==> src/rtl/dma_tx_pkg.sv <==
// dma_tx_pkg: shared types and constants for the DMA TX completion path.
package dma_tx_pkg;
    localparam int DMA_DATA_BITS = 3;
    localparam int DMA_RAM_ADDR_WIDTH = 18;
    localparam int DMA_BEAT_BYTES = 1 << DMA_DATA_BITS;
    localparam int DMA_WADDR_BITS = DMA_RAM_ADDR_WIDTH - DMA_DATA_BITS;

    typedef struct packed {
        logic                      valid;
        logic [DMA_WADDR_BITS-1:0] wptr;
        logic [DMA_WADDR_BITS-1:0] wend;
    } dma_tx_ctx_t;

    typedef enum logic {ST_IDLE, ST_PAYLOAD} dma_tx_beat_st_t;
endpackage

==> src/rtl/dma_tx_cpl_ctx.sv <==
// dma_tx_cpl_ctx: per-tag context register file; request write port, completion update port, combinational read.
module dma_tx_cpl_ctx
    import dma_tx_pkg::*;
#(
    parameter int TW = 4,
    parameter int LW = 9
) (
    input  logic                      clk,
    input  logic                      rst,
    input  logic                      req_valid,
    input  logic [TW-1:0]             req_tag,
    input  logic [DMA_WADDR_BITS-1:0] req_laddr,
    input  logic [LW-1:0]             req_length,
    input  logic [TW-1:0]             rd_tag,
    output dma_tx_ctx_t               rd_ctx,
    input  logic                      upd_valid,
    input  logic [TW-1:0]             upd_tag,
    input  logic                      upd_keep,
    input  logic [DMA_WADDR_BITS-1:0] upd_wptr
);
    localparam int AW = DMA_WADDR_BITS;

    logic [2**TW-1:0] vld;
    logic [AW-1:0]    wptr [2**TW];
    logic [AW-1:0]    wend [2**TW];

    // request write follows the update so it wins on a same-tag collision
    always_ff @(posedge clk) begin
        if (rst) begin
            vld <= '0;
        end else begin
            if (upd_valid) vld[upd_tag] <= upd_keep;
            if (req_valid) vld[req_tag] <= 1'b1;
        end
    end

    always_ff @(posedge clk) begin
        if (upd_valid) wptr[upd_tag] <= upd_wptr;
        if (req_valid) begin
            wptr[req_tag] <= req_laddr;
            wend[req_tag] <= req_laddr + AW'(req_length) + AW'(1);
        end
    end

    assign rd_ctx = '{valid: vld[rd_tag], wptr: wptr[rd_tag], wend: wend[rd_tag]};
endmodule

==> src/rtl/dma_tx_cpl_reasm.sv <==
// dma_tx_cpl_reasm: places PCIe completion beats into staging RAM by tag context and
// returns each tag once its full payload has landed.
module dma_tx_cpl_reasm
    import dma_tx_pkg::*;
#(
    parameter int RAM_ADDR_WIDTH   = 18,
    parameter int DATA_BITS        = 3,
    parameter int REQUEST_LEN_BITS = 12,
    parameter int PCIE_TAG_BITS    = 4
) (
    input  logic                                clk,
    input  logic                                rst,
    input  logic                                s_req_valid,
    input  logic [PCIE_TAG_BITS-1:0]            s_req_tag,
    input  logic [RAM_ADDR_WIDTH-DATA_BITS-1:0] s_req_laddr,
    input  logic [REQUEST_LEN_BITS-DATA_BITS-1:0] s_req_length,
    input  logic                                s_cpl_valid,
    output logic                                s_cpl_ready,
    input  logic [(8<<DATA_BITS)-1:0]           s_cpl_data,
    input  logic [PCIE_TAG_BITS-1:0]            s_cpl_tag,
    input  logic                                s_cpl_sop,
    input  logic                                s_cpl_eop,
    input  logic                                s_cpl_final,
    output logic                                m_ram_we,
    output logic [RAM_ADDR_WIDTH-DATA_BITS-1:0] m_ram_addr,
    output logic [(8<<DATA_BITS)-1:0]           m_ram_data,
    output logic                                m_done_valid,
    input  logic                                m_done_ready,
    output logic [PCIE_TAG_BITS-1:0]            m_done_tag,
    output logic                                err_unexp_tag,
    output logic                                err_overrun,
    output logic                                err_short
);
    localparam int AW = RAM_ADDR_WIDTH - DATA_BITS;
    localparam int LW = REQUEST_LEN_BITS - DATA_BITS;
    localparam int TW = PCIE_TAG_BITS;

    dma_tx_beat_st_t state, state_nxt;
    dma_tx_ctx_t     rd_ctx;
    logic [TW-1:0]   cur_tag, e_tag;
    logic            cur_final, cur_ok, e_final, e_ok;
    logic [AW-1:0]   cur_wptr, cur_wend, e_wptr, e_wend, nxt_wptr;
    logic            acc, in_sop, wr, eop, fin;

    dma_tx_cpl_ctx #(.TW(TW), .LW(LW)) u_ctx (
        .clk       (clk),
        .rst       (rst),
        .req_valid (s_req_valid),
        .req_tag   (s_req_tag),
        .req_laddr (s_req_laddr),
        .req_length(s_req_length),
        .rd_tag    (s_cpl_tag),
        .rd_ctx    (rd_ctx),
        .upd_valid (eop && e_ok),
        .upd_tag   (e_tag),
        .upd_keep  (!e_final),
        .upd_wptr  (nxt_wptr)
    );

    assign s_cpl_ready = !(m_done_valid && !m_done_ready);

    // a beat seen in IDLE without sop is a stray remainder and never matches a context
    always_comb begin
        acc       = s_cpl_valid && s_cpl_ready;
        in_sop    = state == ST_IDLE;
        e_tag     = in_sop ? s_cpl_tag : cur_tag;
        e_ok      = in_sop ? s_cpl_sop && rd_ctx.valid : cur_ok;
        e_final   = in_sop ? s_cpl_final : cur_final;
        e_wptr    = in_sop ? rd_ctx.wptr : cur_wptr;
        e_wend    = in_sop ? rd_ctx.wend : cur_wend;
        wr        = acc && e_ok && e_wptr != e_wend;
        nxt_wptr  = e_wptr + AW'(wr);
        eop       = acc && s_cpl_eop && (!in_sop || s_cpl_sop);
        fin       = eop && e_ok && e_final;
        state_nxt = !acc ? state :
                    in_sop ? ((s_cpl_sop && !s_cpl_eop) ? ST_PAYLOAD : ST_IDLE) :
                    (s_cpl_eop ? ST_IDLE : ST_PAYLOAD);
    end

    always_ff @(posedge clk) begin
        if (rst) begin
            state         <= ST_IDLE;
            m_ram_we      <= 1'b0;
            m_done_valid  <= 1'b0;
            err_unexp_tag <= 1'b0;
            err_overrun   <= 1'b0;
            err_short     <= 1'b0;
        end else begin
            state         <= state_nxt;
            m_ram_we      <= wr;
            err_unexp_tag <= err_unexp_tag || (acc && !e_ok);
            err_overrun   <= err_overrun || (acc && e_ok && e_wptr == e_wend);
            err_short     <= err_short || (fin && nxt_wptr != e_wend);
            m_done_valid  <= fin || (m_done_valid && !m_done_ready);
        end
    end

    always_ff @(posedge clk) begin
        if (wr) begin
            m_ram_addr <= e_wptr;
            m_ram_data <= s_cpl_data;
        end
        if (fin) m_done_tag <= e_tag;
        if (acc) begin
            cur_tag   <= e_tag;
            cur_final <= e_final;
            cur_ok    <= e_ok;
            cur_wptr  <= nxt_wptr;
            cur_wend  <= e_wend;
        end
    end
endmodule

==> config.mk <==
export PLATFORM = sky130hd
export DESIGN_NAME = dma_tx_cpl_reasm
export DESIGN_NICKNAME = d
export VERILOG_FILES = /design/src/rtl/dma_tx_pkg.sv /design/src/rtl/dma_tx_cpl_ctx.sv /design/src/rtl/dma_tx_cpl_reasm.sv
export SDC_FILE = /design/constraint.sdc
export NUM_CORES = 1
export LEC_CHECK = 0
export ABC_AREA = 1
export CAP_MARGIN = 40
export CORE_ASPECT_RATIO = 1.25
export CORE_MARGIN = 2
export CORE_UTILIZATION = 50
export CTS_BUF_LIST = sky130_fd_sc_hd__clkbuf_16
export CTS_CLUSTER_SIZE = 14
export DETAILED_ROUTE_END_ITERATION = 7
export GPL_TIMING_DRIVEN = 0
export PLACE_DENSITY = 0.74
export RECOVER_POWER = 100
export SYNTH_ARGS = -nofsm -noshare
export SYNTH_HDL_FRONTEND = slang
export SYNTH_SLANG_ARGS = --single-unit
==> constraint.sdc <==
create_clock -name clk -period 18.7 [get_ports clk]
set_clock_uncertainty 0.2 [all_clocks]
set_input_delay 1.87 -clock clk [delete_from_list [all_inputs] [get_ports clk]]
set_output_delay 1.87 -clock clk [all_outputs]
set_load 0.01 [all_outputs]
run_1/clock_nets.png
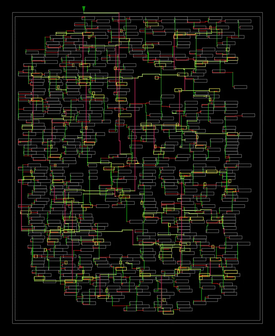
clk_lat worst skew: 0.67 ns
# clk buffers: 62

run_1/pinout.png
(1.5 px per µm) Pins as bars across the die edge, other pins in grey.
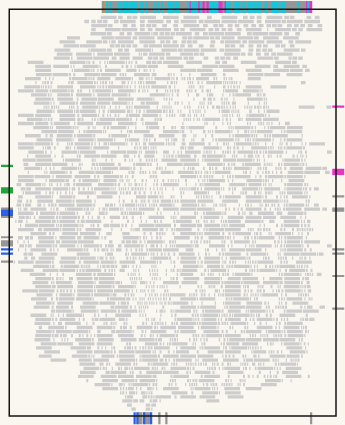
- blue: `s_req_length` (pins 9; direction input; edge 5 left, 4 bottom)
- orange: `s_cpl_eop` (pins 1; direction input; edge top)
- cyan: `s_cpl_data` (pins 64; direction input; edge top)
- magenta: `m_ram_addr` (pins 15; direction output; edge 11 top, 4 right)
- green: `m_done_tag` (pins 4; direction output; edge left)
- all pins by edge: 152 top, 16 left, 14 bottom, 11 right

run_1/class_map.png
(1 px per µm)
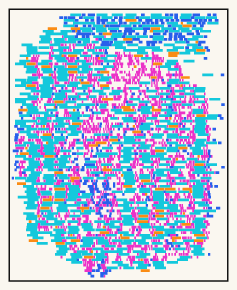
- cyan: registers (cells 621; share of their area 57%)
- orange: clock drivers and dummy loads (cells 112; share of their area 6.3%)
- magenta: remaining logic cells (cells 1956; share of their area 27%)
- blue: remaining buffers and delay cells (cells 433; share of their area 9.4%)
Seq area share: 55.4%
post-route cell area: 33300 µm²
Final Util: 59.3%
core area: 56100 µm²

==> impl_metrics.json, run 1 <==
{
  "port_buffers": 184,
  "synth_xor_xnor_area_share_pct": 0.711,
  "postCtsResizedCells": 0,
  "vias_per_cell": 6.15,
  "p_int_w": 0.00245,
  "combAreaFraction_pct": 25.1,
  "finalNonFillerCells": 3865,
  "finalHoldViolCount": 0,
  "ctsHoldBuffers": 0,
  "yosys.area_share.simple_pct": 18.8,
  "n_all_inverters": 127,
  "mux_share_pct": 0,
  "worst-r2r-cell-count": 22,
  "use_met3_pct": 9.56,
  "cp_slowest_stage_delay_ns": 0.86,
  "fa_ha_area_share_pct": 0.556,
  "areaGrowthSynthToFinish_pct": 17.4,
  "timing.setup.tns_ns": 0,
  "cts_tree": "built",
  "wl_met1_um": 32900,
  "finalSetupViolCount": 0,
  "openroad.warnings": 26,
  "status": "finished with violations",
  "dpl_cell_area_um2": 31900,
  "fin_nets": 3188,
  "layout_top_cell": "nand2_1",
  "grt_pass1_wl_um": 146000,
  "synthTopCellsByCount": "803 x nand2_1, 599 x edfxtp_1, 358 x o21ai_0",
  "sequentialPower_w": 0.00162,
  "crit_end": "u_ctx.wptr[8][10]",
  "dr.max_layer_used": "met5",
  "clock_area_share_pct": 6.13,
  "syn_inst": 2780,
  "synthDistinctLibCells": 40,
  "chipArea_um2": 58600,
  "root_buffer": "clkbuf_16",
  "ioPinCount": 193,
  "top_area_share_pct": 63.5,
  "path_buffers": 11,
  "grt_use_met1_pct": 40.6,
  "comb_area_um2": 8340,
  "numClockSinks": 621,
  "top_area_cell_class": "sequential cells",
  "cp-startpoint": "s_cpl_tag[1]",
  "place_ws_ns": 10.28,
  "most_common_cell": "nand2_1",
  "critPathMostFrequentCell": "clkbuf_1",
  "syn_avg_cell_area_um2": 10.2,
  "pg_comb_w": 0.000414,
  "fp_util_pct": 50.5,
  "cp.depth": 28,
  "ctsLongestPathBuffers": 3,
  "maxSlewViolCount": 366,
  "routedWlPerCell_um": 26.6,
  "n_tap_cell": 742,
  "p_leak_nw": 12.0,
  "worst_pin_slew_ns": 3.27,
  "synth.logic.top_family": "simple AND/OR/NAND/NOR gates",
  "synth_compound_gate_area_share_pct": 9.49,
  "largest_area_cell": "edfxtp_1",
  "met2_length_um": 46900,
  "routed_wl_um": 103000,
  "cp_top_family": "buffers and inverters",
  "min_path_cells": 2,
  "edf_count": 599,
  "top_regs": "u_ctx.wend (240), u_ctx.wptr (240), m_ram_data (64)",
  "grt-ovfl-total": 0,
  "drv_cap": 18,
  "ys_seq_share_pct": 65.0,
  "critPathMaxFanout": 22,
  "first_iter_violations": 3991,
  "n_antenna_cell": 1,
  "topCellsByArea": "edfxtp_1 63%, nand2_1 11%, o21ai_0 6.3%",
  "gp_congestion": 1.08,
  "violations": "max-capacitance violations, max-slew violations",
  "rr_endpoint": "u_ctx.wptr[8][10]",
  "dp_cells": 3750,
  "die_h_um": 270,
  "rr_startpoint": "state",
  "syn_nets": 2896,
  "ir_drop_uv": 84.7,
  "dp_hpwl_um": 70800,
  "antenna_found_initial": 5,
  "grtUsageTotal_pct": 34.5,
  "clk_pin_slew_ns": 0.06,
  "grt_max_degree": 60,
  "nonClkBufAreaFrac_pct": 9.18,
  "grt_pass1_vias": 22600,
  "crit_type": "in -> reg",
  "multiInputCombCellCount": 1829,
  "clkPwrFrac_pct": 38.4,
  "p_clk_w": 0.00127,
  "swShare_pct": 25.9,
  "period_needed_ns": 10.87,
  "slew_headroom_pct": -118,
  "cp.arrival_ns": 11.05,
  "slowest_stage": "clkinvlp_2",
  "dr_wl_met3_um": 13900,
  "ys_chip_area_um2": 28300,
  "syn_area_um2": 28300,
  "cp-start-kind": "primary input",
  "numSynthFlops": 621,
  "power_frac_comb_pct": 12.5,
  "ant_nets": 0
}
run_1/layers.png
(1 px per µm)
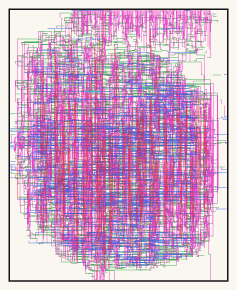

==> run 2, diff against run 1 <==
Settings changed: PLACE_DENSITY 0.74 to 0.77.
Clock period 18.7 ns to 8.8 ns, I/O delays scaled along.
run_2/layers.png
(1 px per µm)
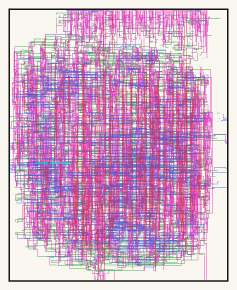
- red: M4 (wire length 9290 µm)
- blue: M3 (wire length 12500 µm)
- green: M1 (wire length 33.1 mm)
- magenta: M2 (wire length 48.2 mm)
- cyan: M5 (wire length 27.6 µm)
total wire length: 103000 µm
GR Util All Layers: 35.0%

run_2/clock_nets.png
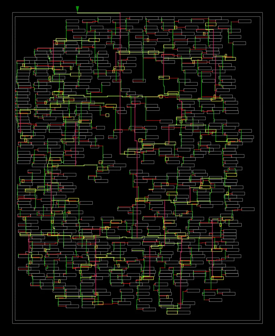
P_clk: 0.00238 W
clk_lat worst skew: 0.64 ns

run_2/class_map.png
(1 px per µm)
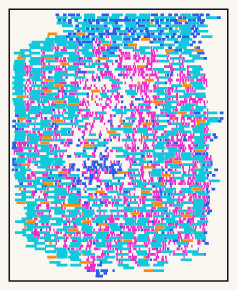
- cyan: registers (cells 621; share of their area 57%)
- magenta: remaining logic cells (cells 1956; share of their area 27%)
- orange: clock drivers and dummy loads (cells 108; share of their area 5.5%)
- blue: remaining buffers and delay cells (cells 441; share of their area 9.8%)

==> run 2 against run 1 <==
  * The run still ends with max-capacitance violations, max-slew violations left
  * Register-to-register slack lost 9.4 ns
  * Via count shrank 1.1%
  * Core utilization shrank 0.28 points
  * First-iteration DRC count shrank 12%
  * Worst hold slack gained 0.0084 ns
  * Area after synthesis is the same
  * Critical endpoint is now cur_wptr[12]
  * Largest power group unchanged
==> impl_metrics.json, run 2 <==
{
  "finalNonFillerCells": 3872,
  "cp_slowest_stage_delay_ns": 0.72,
  "ys_chip_area_um2": 28300,
  "dr.max_layer_used": "met5",
  "place_ws_ns": 1.07,
  "crit_end": "cur_wptr[12]",
  "edf_count": 599,
  "fp_util_pct": 50.5,
  "ir_drop_uv": 183,
  "violations": "max-capacitance violations, max-slew violations",
  "synthTopCellsByCount": "803 x nand2_1, 599 x edfxtp_1, 358 x o21ai_0",
  "ys_seq_share_pct": 65.0,
  "gp_congestion": 0.965,
  "syn_inst": 2780,
  "port_buffers": 184,
  "mux_share_pct": 0,
  "fin_util_pct": 59.1,
  "top_area_cell_class": "sequential cells",
  "die_h_um": 270,
  "slew_headroom_pct": -38.9,
  "power_frac_comb_pct": 13.1,
  "path_buffers": 10,
  "cp.arrival_ns": 8.20,
  "status": "finished with violations",
  "most_common_cell": "nand2_1",
  "maxSlewViolCount": 220,
  "largest_area_cell": "edfxtp_1",
  "min_path_cells": 2,
  "routedWlPerCell_um": 26.6,
  "n_all_inverters": 127,
  "nClkBuffers": 61,
  "cp-startpoint": "s_cpl_tag[1]",
  "syn_area_um2": 28300,
  "combAreaFraction_pct": 25.2,
  "wl_met1_um": 33100,
  "critPathMaxFanout": 67,
  "synth_compound_gate_area_share_pct": 9.49,
  "pg_comb_w": 0.000875,
  "syn_avg_cell_area_um2": 10.2,
  "grt_max_degree": 68,
  "cp.depth": 27,
  "synth_xor_xnor_area_share_pct": 0.711,
  "worst-r2r-cell-count": 25,
  "ioPinCount": 193,
  "p_leak_nw": 11.9,
  "ctsLongestPathBuffers": 3,
  "dp_hpwl_um": 72600,
  "worst_pin_slew_ns": 2.06,
  "drv_cap": 13,
  "syn_nets": 2896,
  "top_area_share_pct": 63.5,
  "comb_area_um2": 8330,
  "chipArea_um2": 58600,
  "grt-ovfl-total": 0,
  "synth.logic.top_family": "simple AND/OR/NAND/NOR gates",
  "met2_length_um": 48200,
  "grt_pass1_wl_um": 148000,
  "cts_tree": "built",
  "grt_pass1_vias": 23000,
  "sh_seq_area_pct": 55.6,
  "openroad.warnings": 26,
  "vias_per_cell": 6.07,
  "clkPwrFrac_pct": 35.5,
  "rr_startpoint": "state",
  "ant_nets": 0,
  "swShare_pct": 26.3,
  "topCellsByArea": "edfxtp_1 63%, nand2_1 11%, o21ai_0 6.3%",
  "root_buffer": "clkbuf_16",
  "sequentialPower_w": 0.00345,
  "synthDistinctLibCells": 40,
  "multiInputCombCellCount": 1829,
  "period_needed_ns": 8.05,
  "use_met3_pct": 8.15,
  "clock_area_share_pct": 5.32,
  "n_antenna_cell": 4,
  "dpl_cell_area_um2": 32000,
  "fin_area_um2": 33100,
  "cp_top_family": "buffers and inverters",
  "p_int_w": 0.00494
}
Power figures rest on the tool's default switching activity, not on a simulated workload.
